$ cat config.mk
export PLATFORM = sky130hd
export DESIGN_NAME = button_debouncer
export DESIGN_NICKNAME = d
export VERILOG_FILES = /design/src/rtl/button_debouncer.sv
export SDC_FILE = /design/constraint.sdc
export NUM_CORES = 1
export LEC_CHECK = 0
export ABC_CLOCK_PERIOD_IN_PS = 2000
export CORE_ASPECT_RATIO = 1.1
export CORE_UTILIZATION = 54
export DETAILED_ROUTE_END_ITERATION = 12
export PLACE_DENSITY = 0.78
export SETUP_SLACK_MARGIN = 0.5
export SYNTH_ARGS = -nofsm -noshare
export SYNTH_HDL_FRONTEND = slang
export SYNTH_SLANG_ARGS = --single-unit
$ cat constraint.sdc
create_clock -name clk -period 2 [get_ports clk]
set_input_delay 0.5 -clock clk [delete_from_list [all_inputs] [get_ports clk]]
set_output_delay 0.5 -clock clk [all_outputs]
set_load 0.02 [all_outputs]
$ cat src/rtl/button_debouncer.sv
// Debounces one raw push-button pad into a clean level plus one-cycle press/release pulses.
// Two-flop synchronizer feeds a four-state FSM that needs DEBOUNCE_CYCLES+1 stable samples.
module button_debouncer #(
    parameter int unsigned DEBOUNCE_CYCLES = 1_000_000,
    parameter int unsigned CNT_W           = 20
) (
    input  logic clk,
    input  logic rst_n,
    input  logic button_raw,
    output logic button_db,
    output logic button_press,
    output logic button_release
);

    typedef enum logic [1:0] {
        StIdle,
        StPressWait,
        StPressed,
        StReleaseWait
    } state_e;

    localparam logic [CNT_W-1:0] CntLast = CNT_W'(DEBOUNCE_CYCLES - 1);

    state_e           state_q;
    logic [CNT_W-1:0] cnt_q;
    logic             s1_q;
    logic             s2_q;
    logic             cnt_done;

    assign cnt_done = (cnt_q == CntLast);

    always_ff @(posedge clk or negedge rst_n) begin
        if (!rst_n) begin
            s1_q <= 1'b0;
            s2_q <= 1'b0;
        end else begin
            s1_q <= button_raw;
            s2_q <= s1_q;
        end
    end

    // Counter is cleared on every state entry, so any reversal restarts the full window.
    always_ff @(posedge clk or negedge rst_n) begin
        if (!rst_n) begin
            state_q        <= StIdle;
            cnt_q          <= '0;
            button_db      <= 1'b0;
            button_press   <= 1'b0;
            button_release <= 1'b0;
        end else begin
            button_press   <= 1'b0;
            button_release <= 1'b0;
            case (state_q)
                StIdle: begin
                    if (s2_q) begin
                        state_q <= StPressWait;
                        cnt_q   <= '0;
                    end
                end
                StPressWait: begin
                    if (!s2_q) begin
                        state_q <= StIdle;
                        cnt_q   <= '0;
                    end else if (cnt_done) begin
                        state_q      <= StPressed;
                        cnt_q        <= '0;
                        button_db    <= 1'b1;
                        button_press <= 1'b1;
                    end else begin
                        cnt_q <= cnt_q + 1'b1;
                    end
                end
                StPressed: begin
                    if (!s2_q) begin
                        state_q <= StReleaseWait;
                        cnt_q   <= '0;
                    end
                end
                StReleaseWait: begin
                    if (s2_q) begin
                        state_q <= StPressed;
                        cnt_q   <= '0;
                    end else if (cnt_done) begin
                        state_q        <= StIdle;
                        cnt_q          <= '0;
                        button_db      <= 1'b0;
                        button_release <= 1'b1;
                    end else begin
                        cnt_q <= cnt_q + 1'b1;
                    end
                end
                default: begin
                    state_q <= StIdle;
                    cnt_q   <= '0;
                end
            endcase
        end
    end

endmodule

==> run_1/met1.png <==
The bar under the picture is 20 µm long.
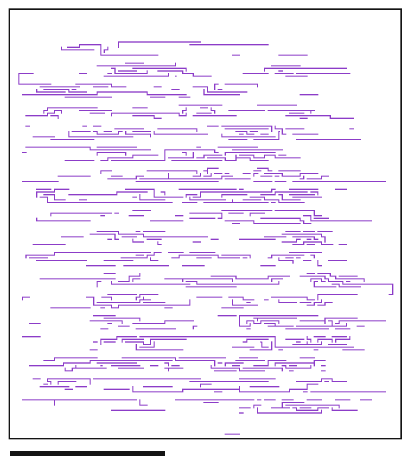
The wires run mostly horizontal. The layer holds 42% of the routed length. The longest straight run is 17.5 µm. 168 nets have wire on it. The layer carries 1620 µm of wire.

==> run_1/met2.png <==
The bar under the picture is 20 µm long.
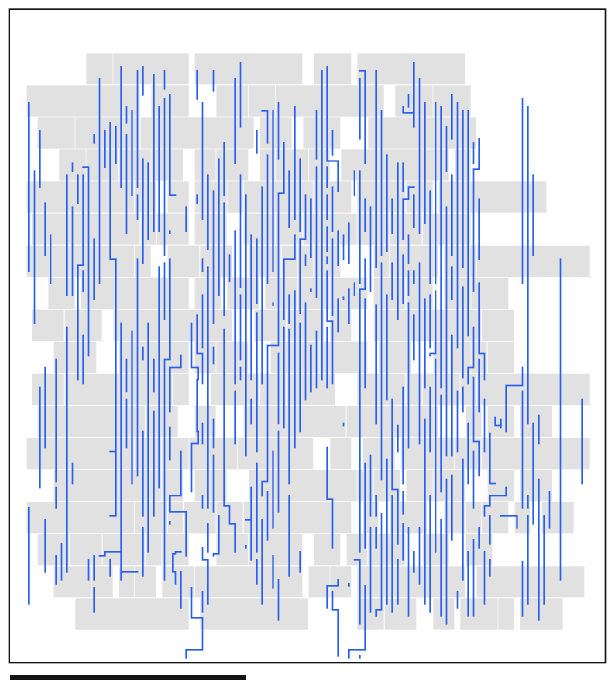
The layer holds 52% of the routed length. The layer carries 2040 µm of wire. The longest straight run is 27.2 µm. The wires run mostly vertical.

==> run_1/met3.png <==
The bar under the picture is 20 µm long.
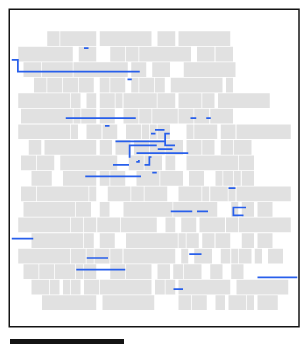
The wires run mostly horizontal. 21 nets have wire on it. The layer holds 3.1% of the routed length.

==> flow_metrics.env, run 1 <==
# source this file to load flow results
export IMPL_slew_violations=0
export IMPL_cell_row_count=18
export IMPL_postRouteAntennaNets=0
export IMPL_critical_path_cell_chain="nand3b_1 -> nor4_4 -> a21oi_2 -> buf_6 -> a21o_1 -> a22o_1"
export IMPL_min_period_over_period_pct=87.41
export IMPL_outcome="finished clean"
export IMPL_clk_sink_count=27
export IMPL_power_per_cell_area_nw_per_um2=500.5
export IMPL_worstPathArrival_ns=1.98
export IMPL_grt_ovfl_total=0
export IMPL_max_clock_freq_mhz=572.0
export IMPL_totalPowerFinal_uw=924.3
export IMPL_ys_area_um2=1395
export IMPL_critical_path_reg2reg_startpoint="cnt_q[6]$_DFFE_PN0P_"
export IMPL_port_buffer_count=5
export IMPL_worst_path_largest_cell_delay_ns=0.42
export IMPL_post_cts_hold_fix_bufs=0
export IMPL_number_of_antenna_violations_at_the_first_check_in_global_routing=0
export IMPL_yosys_cells=135
export IMPL_postSynthAreaPerCell_um2=10.33
export IMPL_clock_latency_late_pin_ns=0.33
export IMPL_r2r_worst_path_cells=6
export IMPL_fin_tns_setup_ns=0
export IMPL_synth_lib_cells_used_distinct=39
export IMPL_rsz_0062_raised_after_global_routing="yes"
export IMPL_num_antenna_cells=0
export IMPL_placeableCoreArea_um2=2342
export IMPL_worst_endpoint_required_ns=2.23
==> run 1: how the worst min path moves through the flow <==
stage,slack (ns),cells after the start,from,endpoint
after global placement,0.34,0,s1_q$_DFF_PN0_,s2_q$_DFF_PN0_
final,0.37,0,s1_q$_DFF_PN0_,s2_q$_DFF_PN0_
after CTS,0.38,0,s1_q$_DFF_PN0_,s2_q$_DFF_PN0_
after floorplan,0.20,0,rst_n,asynchronous set/reset pin
after global routing,0.38,0,s1_q$_DFF_PN0_,s2_q$_DFF_PN0_
after detailed placement,0.34,0,s1_q$_DFF_PN0_,s2_q$_DFF_PN0_
==> run 1: routing by layer <==
layer	wire [µm]	vias up	track usage [%]
met1	1624	638	31.76
met3	120	14	3.306
met4	115	0	10.71
met2	2035	41	45.14
met5	0	-	0
li1	-	585	-
==> run 1: kinds of logic after synthesis <==
kind of cell               after synthesis  share of synthesized area (%)
AOI/OAI and AO/OA                       38                          18.65
buffers and inverters                    8                          3.497
DFF                                     27                          48.43
muxes                                    1                         0.8071
xor gates and xnor gates                 5                          3.678
adders and majority gates                1                         0.8967
and+or+nand+nor                         55                          24.04
==> run 1: critical path, delay by kind of cell, from the launching register on <==
family	cells	cell delay, ns
compound gates	3	0.49
simple gates	2	0.57
buf+inv	1	0.16
flops	1	0.42
==> run 1: cells in the final DEF (no fill, tap or decap), types with 3 or more instances in the layout <==
cell,n
nor2_1,4
a22o_1,7
a21oi_1,5
clkbuf_2,3
clkbuf_4,3
dfrtp_2,5
a31oi_1,14
nand2_1,15
dfrtp_1,22
buf_4,31
buf_6,4
nand3_1,5
and3_1,5
==> run 1: through the flow <==
stage,setup WS (ns),instance area [µm²]
after floorplan,0.3907,1434
after global placement,0.3032,1525
after detailed placement,0.2590,1525
after CTS,0.3041,1714
after global routing,0.1580,1847
final,0.2517,1847
==> run 1: synth_stat cells, types with 2 or more instances <==
| cell type | instances |
|---|---|
| a21o_1 | 2 |
| a21oi_1 | 5 |
| a22o_1 | 7 |
| a31oi_1 | 15 |
| a41oi_1 | 2 |
| and2_1 | 2 |
| and3_1 | 6 |
| and4_1 | 3 |
| buf_2 | 3 |
| buf_6 | 2 |
| dfrtp_1 | 27 |
| inv_1 | 2 |
| nand2_1 | 17 |
| nand3_1 | 6 |
| nand4_1 | 2 |
| nor2_1 | 5 |
| nor3_1 | 2 |
| o21ai_0 | 3 |
| or2b_1 | 2 |
| xnor2_1 | 2 |
| xor2_1 | 2 |
==> run 1: power breakdown <==
part / internal, µW / switching, µW / total [µW]
logic: 51.9 / 56.0 / 108
clock network: 78.3 / 158 / 237
registers: 559 / 20.6 / 580
==> run 1: sequential cells by signal, indices dropped and copies added (netlist names), named ones only <==
signal / count
button_db: 1
button_press: 1
button_release: 1
cnt_q: 20
s1_q: 1
s2_q: 1
state_q: 1
==> run 1: timing repair <==
action,4_1_cts,5_1_grt
endpoints found under the hold margin,0,0
buffers inserted,16,13
endpoints found under the setup margin,24,28
pin swaps,6,7
gates resized,17,18
==> run 1: area by class of cell <==
type                            instances  share of cell area (%)
Inverter                                2                  0.4065
Timing Repair Buffer                   40                   16.94
Clock buffer                            4                   1.423
Multi-Input combinational cell        100                   42.28
Sequential cell                        27                   36.92
Tap cell                               30                   2.033
==> run 2, diff against run 1 <==
CAP_MARGIN = 20   (was default)
==> run_2/met2.png <==
The bar under the picture is 20 µm long.
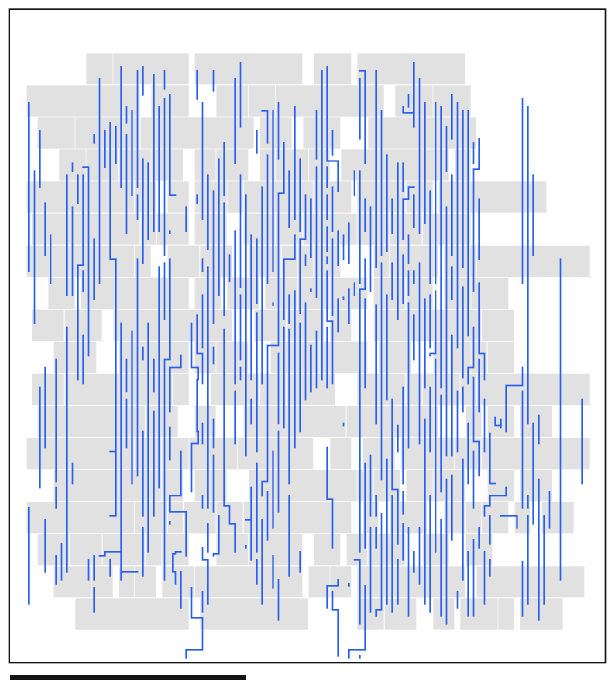
The layer carries 2040 µm of wire. The layer holds 52% of the routed length. 157 nets have wire on it.

==> run_2/density.png <==
The die is cut into 10 by 11 equal tiles; white is low, dark blue is high, 0 to 100% covered.
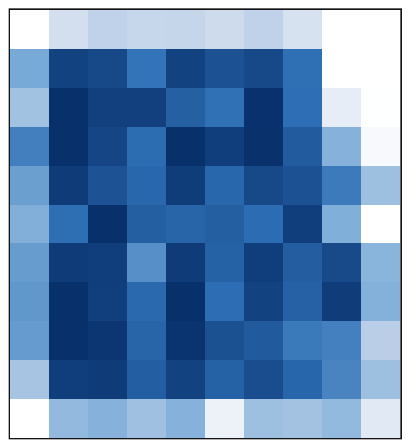
The fullest tile reaches 100%. The mean over all tiles is 65%. 53% of the tiles are over 75% full. The emptiest ninth of the die: north-east.

==> run 2 against run 1 <==
First-iteration DRC count is the same. Fmax stayed put. Clock-buffer cell count did not move. Combinational power about the same. Clock power about the same. Die area unchanged. Cell count did not move. Sequential share of layout area did not move. Area after synthesis did not move. Design area unchanged. Synthesized cell count unchanged.
==> flow_metrics.env, run 2 <==
# source this file to load flow results
export IMPL_hp_start="s1_q$_DFF_PN0_"
export IMPL_worst_endpoint_required_ns=2.23
export IMPL_clock_latency_late_pin_ns=0.33
export IMPL_fin_tns_setup_ns=0
export IMPL_power_share_clock_pct=25.6
export IMPL_power_per_cell_area_nw_per_um2=500.5
export IMPL_max_clock_freq_mhz=572.0
export IMPL_power_switching_uw=235.1
export IMPL_worst_path_largest_cell_delay_ns=0.42
export IMPL_layout_top_cell="buf_4"
export IMPL_timing_hold_violations_final=0
export IMPL_cp_num_buf_inv=1
export IMPL_number_of_antenna_violations_at_the_first_check_in_global_routing=0
export IMPL_min_period_over_period_pct=87.41
export IMPL_critPathTopFamily="simple AND/OR/NAND/NOR gates"
export IMPL_fin_skew_ns=0.006290
export IMPL_critical_path_reg2reg_startpoint="cnt_q[6]$_DFFE_PN0P_"
export IMPL_commonest_non_fill_non_tap_cells_in_the_layout="31 x buf_4, 22 x dfrtp_1, 15 x nand2_1"
export IMPL_clk_sink_count=27
export IMPL_ys_area_um2=1395
export IMPL_post_drt_wl_per_cell_um=19.19
export IMPL_critical_path_cell_chain="nand3b_1 -> nor4_4 -> a21oi_2 -> buf_6 -> a21o_1 -> a22o_1"
export IMPL_placeableCoreArea_um2=2342
export IMPL_outcome="finished clean"
export IMPL_post_route_util_pct=78.85
export IMPL_num_antenna_cells=0
export IMPL_post_cts_hold_fix_bufs=0
export IMPL_top_cells_by_count="27 x dfrtp_1, 17 x nand2_1, 15 x a31oi_1"
export IMPL_synth_lib_cells_used_distinct=39
export IMPL_cell_row_count=18
export IMPL_yosys_cells=135
export IMPL_slew_violations=0
export IMPL_largest_register="cnt_q"
export IMPL_grt_ovfl_total=0
export IMPL_postRouteAntennaNets=0
export IMPL_worstPathArrival_ns=1.98
-- run 2: cell counts in the layout (fill, tap and decap cells not counted) --
Identical to the previous run, type by type.
-- run 2: power groups by stage --
stage	logic (µW)	registers, µW	clock network (µW)
global placement	66.1	589	0
floorplan	44.3	587	0
finish	108	580	237
detailed placement	69.8	591	0
CTS	91.5	577	244
global route	116	582	255
-- run 2: logic make-up after synthesis --
| family | synth area share, % |
|---|---|
| compound gates | 18.65 |
| xor+xnor | 3.678 |
| fa+ha+maj | 0.8967 |
| buf+inv | 3.497 |
| flops | 48.43 |
| mux | 0.8071 |
| simple gates | 24.04 |
-- run 2: layer usage --
layer	global-route usage (%)	share of wire (%)	wire (µm)
met2	45.14	52	2035
met1	31.76	42	1624
met4	10.71	3.0	115
met5	0	0	0
met3	3.306	3.1	120
-- run 2: final timing paths --
kind	to	slack [ns]	cells past startpoint
min in group asynchronous	cnt_q[12]$_DFFE_PN0P_	0.53	2
setup / recovery	cnt_q[12]$_DFFE_PN0P_	0.25	6
hold / removal	s2_q$_DFF_PN0_	0.37	0
max in group asynchronous	cnt_q[16]$_DFFE_PN0P_	1.21	2
hold reg to reg	s2_q$_DFF_PN0_	0.37	0
setup reg to reg	cnt_q[12]$_DFFE_PN0P_	0.25	6
-- run 2: final cells by class --
type                            count  area [µm²]
Sequential cell                    27       681.9
Inverter                            2       7.507
Timing Repair Buffer               40       312.8
Fill cell                         145       495.5
Clock buffer                        4       26.28
Multi-Input combinational cell    100       780.7
Tap cell                           30       37.54
-- run 2: what timing repair did --
item,in CTS,in global routing
pin swaps,6,7
setup endpoints to repair,24,28
buffers inserted,16,13
gates resized,17,18
-- run 2: metrics by stage --
| step | cells | instance area [µm²] | power [µW] | hold slack [ns] | setup WS, ns |
|---|---|---|---|---|---|
| 6_report | 203 | 1847 | 924.3 | 0.3728 | 0.2517 |
| 5_1_grt | 203 | 1847 | 953.0 | 0.3840 | 0.1580 |
| 4_1_cts | 190 | 1714 | 912.2 | 0.3764 | 0.3041 |
| 3_5_place_dp | 170 | 1525 | 661.1 | 0.3418 | 0.2590 |
| 3_3_place_gp | 170 | 1525 | 655.4 | 0.3416 | 0.3032 |
| 2_1_floorplan | 135 | 1434 | 631.0 | 0.2044 | 0.3907 |
-- run 2: worst reg2reg max path, stage by stage, from the launching register on --
cell	delay, ns
dfrtp_1	0.42
nand3b_1	0.22
nor4_4	0.35
a21oi_2	0.12
buf_6	0.16
a21o_1	0.17
a22o_1	0.20
Power and IR drop assume default switching activity.
